Design instr_load_sequencer, sky130hd; sources not shown.
==> run_1/layer_met1.png <==
Scale bar: 20 um. Supply wires on this layer in grey.
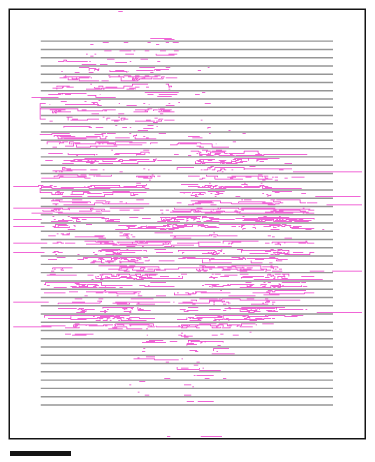
The wires run mostly horizontal. The longest straight run is 25.8 um.
met1 Use GR: 13.9%
WL final: 10.1 mm

==> run_1/logic_types.png <==
Scale bar: 20 um.
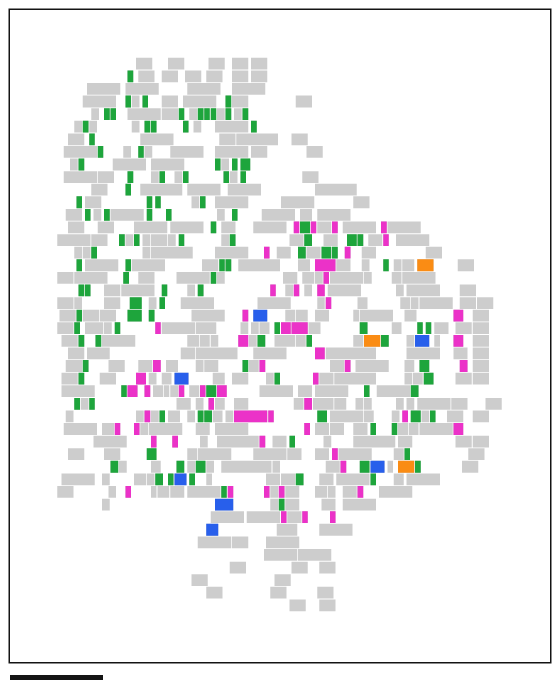
Key: nor cells = magenta [cells 55, most used nor2_1]; mux cells = orange [cells 3, most used mux2i_1]; nand cells = green [cells 114, most used nand2_1]; non-inverting ao/oa cells = blue [cells 7, most used a31o_2]
Comb area share: 39.3%
Top cell excl fill/tap: nand2_1
final cell count without fillers: 655

==> run_1/layer_met3.png <==
Scale bar: 20 um. Cells faint in the background.
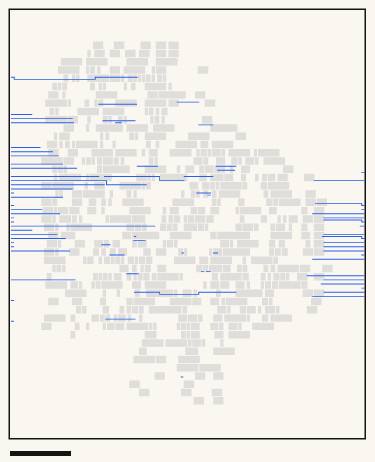
The wires run mostly horizontal. The layer holds 8.5% of the routed length. The longest straight run is 47.1 um.
Vias: 3407
met3 Use GR: 5.35%

==> run_1/detail.png <==
Scale bar: 10 um. Window x 67 to 107, y 15 to 55 um. Cells in grey, sequential cells in the stronger grey; small squares are vias.
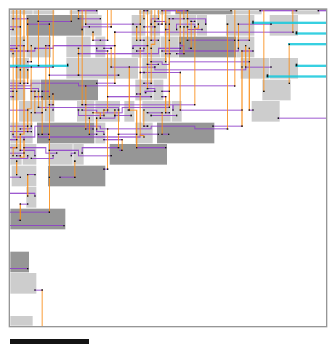
Key: metal 3 = cyan; metal 1 = purple; metal 2 = orange
Sequential cells in the window: 8. Most frequent: dfxtp_1 (8), clkdlybuf4s50_1 (7), nand2_1 (6). 53 logic cells have their middle in the window.

==> reports/results.ini, run 1 <==
[power]
power_density_nw_per_um2 = 342
pg_clk_mw = 0.610
p_seq_share_pct = 38.9
power_leader = registers
seq_power_mw = 0.630
p_comb_share_pct = 23.4
swShare_pct = 33.1

[sta]
setup_tns_ps = 0
setup_ws_ps = 2260
hold_viol = 0
setup_violations = 0
period_minus_slack_ps = 3540
drv_slew = 0
relSlewSlack_pct = 40.7
rsz0062_at_grt = no

[status]
status = completed

[floorplanning]
io_pins = 83
die_w_um = 117
nWellTaps = 138
fp_util_pct = 30.4
die-area_um2 = 16400

[final_layout]
final-clk-cell-share_pct = 6.84
layout.nonclk_buf_share_pct = 17.6
num_antenna_cells = 0
nets = 526
mi_logic_area_um2 = 1860

[grt]
grt_pass1_wl_mm = 16.7
gr-total-overflow = 0

[job]
warnings = 26

[synthesis]
synth_flops = 76
ys_chip_area_um2 = 3500
muxShareOfSynthArea_pct = 0.857
synthCells = 441
ys_seq_share_pct = 43.4
netlist_area_um2 = 3500
flop_cell = dfxtp_1
synth.avg_cell_area_um2 = 7.94
most_common_cell = nand2_1
top_area_share_pct = 43.4
fp_nets = 455
ys_cells = 441
synthTopLogicFamily = simple AND/OR/NAND/NOR gates

[placed_design]
placed_cell_area_um2 = 4410
io_buffer_count = 82

[worst_hold_path]
hp-class = reg -> reg

[clocking]
cts_setup_buffers = 0
cts_buffers = 9
cts_root_buffer = clkbuf_16
cts.sinks = 76

[setup_path]
reg2reg_slack_ps = 3030
cp.required_ps = 6020
cp-start-kind = input port
crit_fanout = 20
crit_buf_inv = 2

[routing]
wl_met2_mm = 4.92
detail-route-antenna-nets = 0
top_layer = met4

==> run_1/congestion.png <==
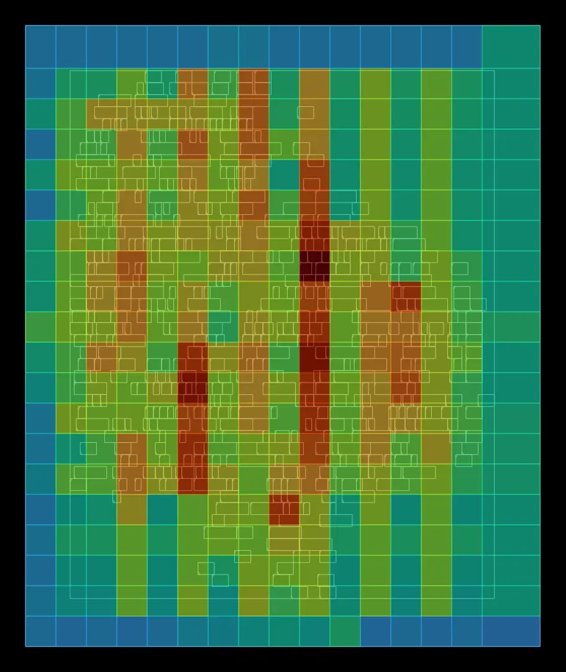

==> inputs of run 2 (changes only) <==
==> constraint.sdc (replaced) <==
create_clock -name clka -period 3.6 [get_ports clka]
set_input_delay 0.72 -clock clka [delete_from_list [all_inputs] [get_ports clka]]
set_output_delay 0.72 -clock clka [all_outputs]
set_load 0.03 [all_outputs]
==> run_2/congestion.png <==
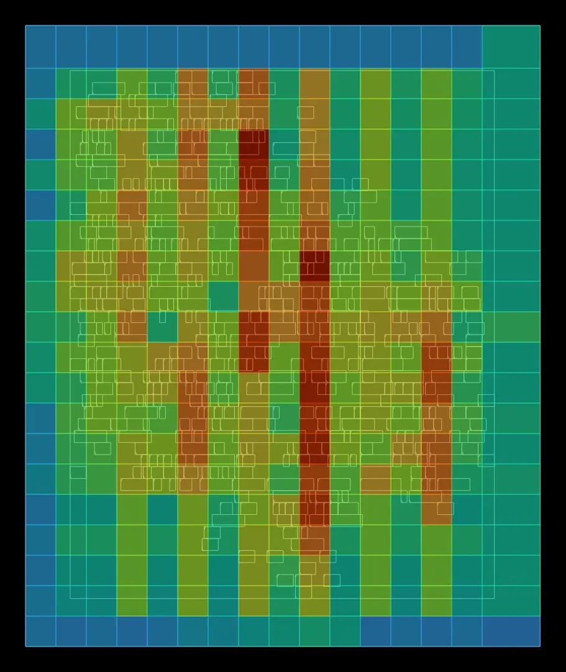
met1 Use GR: 13.9%
GRT Overall Usage: 12.3%
Core Util, Final: 41.2%
drt wl/cell: 15.2 um

==> run 2 against run 1 <==
Compared with the run above: first-iteration DRC count increased by 32%; register-to-register slack got worse by 2100 ps; synthesized cell count unchanged; via count decreased by 0.38%; clock-buffer cell count unchanged; flip-flop count unchanged; critical endpoint is now wr_addr[31]; largest cell class unchanged; highest routed layer unchanged.
==> reports/results.ini, run 2 <==
[final_layout]
final_cells = 660
comb-cell-share_pct = 39.1
num_antenna_cells = 0
layout.cells.most_common = nand2_1
final-clk-cell-share_pct = 5.96

[clocking]
cts_buffers = 9

[power]
pg_clk_mw = 0.856
power_density_nw_per_um2 = 526
swShare_pct = 35.1
p_comb_share_pct = 25.0
seq_power_mw = 1.02
p_seq_share_pct = 40.7

[synthesis]
ys_chip_area_um2 = 3500
top_area_share_pct = 43.4
muxShareOfSynthArea_pct = 0.857
netlist_area_um2 = 3500
fp_nets = 455
flop_cell = dfxtp_1
synth_flops = 76
synthCells = 441
synthTopLogicFamily = simple AND/OR/NAND/NOR gates
synth.avg_cell_area_um2 = 7.94

[setup_path]
cp.required_ps = 3870
crit_fanout = 12
crit_buf_inv = 1
cp-start-kind = input port

[routing]
detail-route-antenna-nets = 0
routed_wl_mm = 10.1
vias = 3394
top_layer = met4
wl_met2_mm = 4.92

[job]
warnings = 26

[worst_hold_path]
hp-class = reg -> reg

[sta]
hold_viol = 0
relSlewSlack_pct = 38.0
rsz0062_at_grt = no
setup_ws_ps = 695
drv_slew = 0

[floorplanning]
fp_util_pct = 30.4

[status]
status = completed

[placed_design]
placed_cell_area_um2 = 4460
io_buffer_count = 82

[grt]
use_met3_pct = 5.39

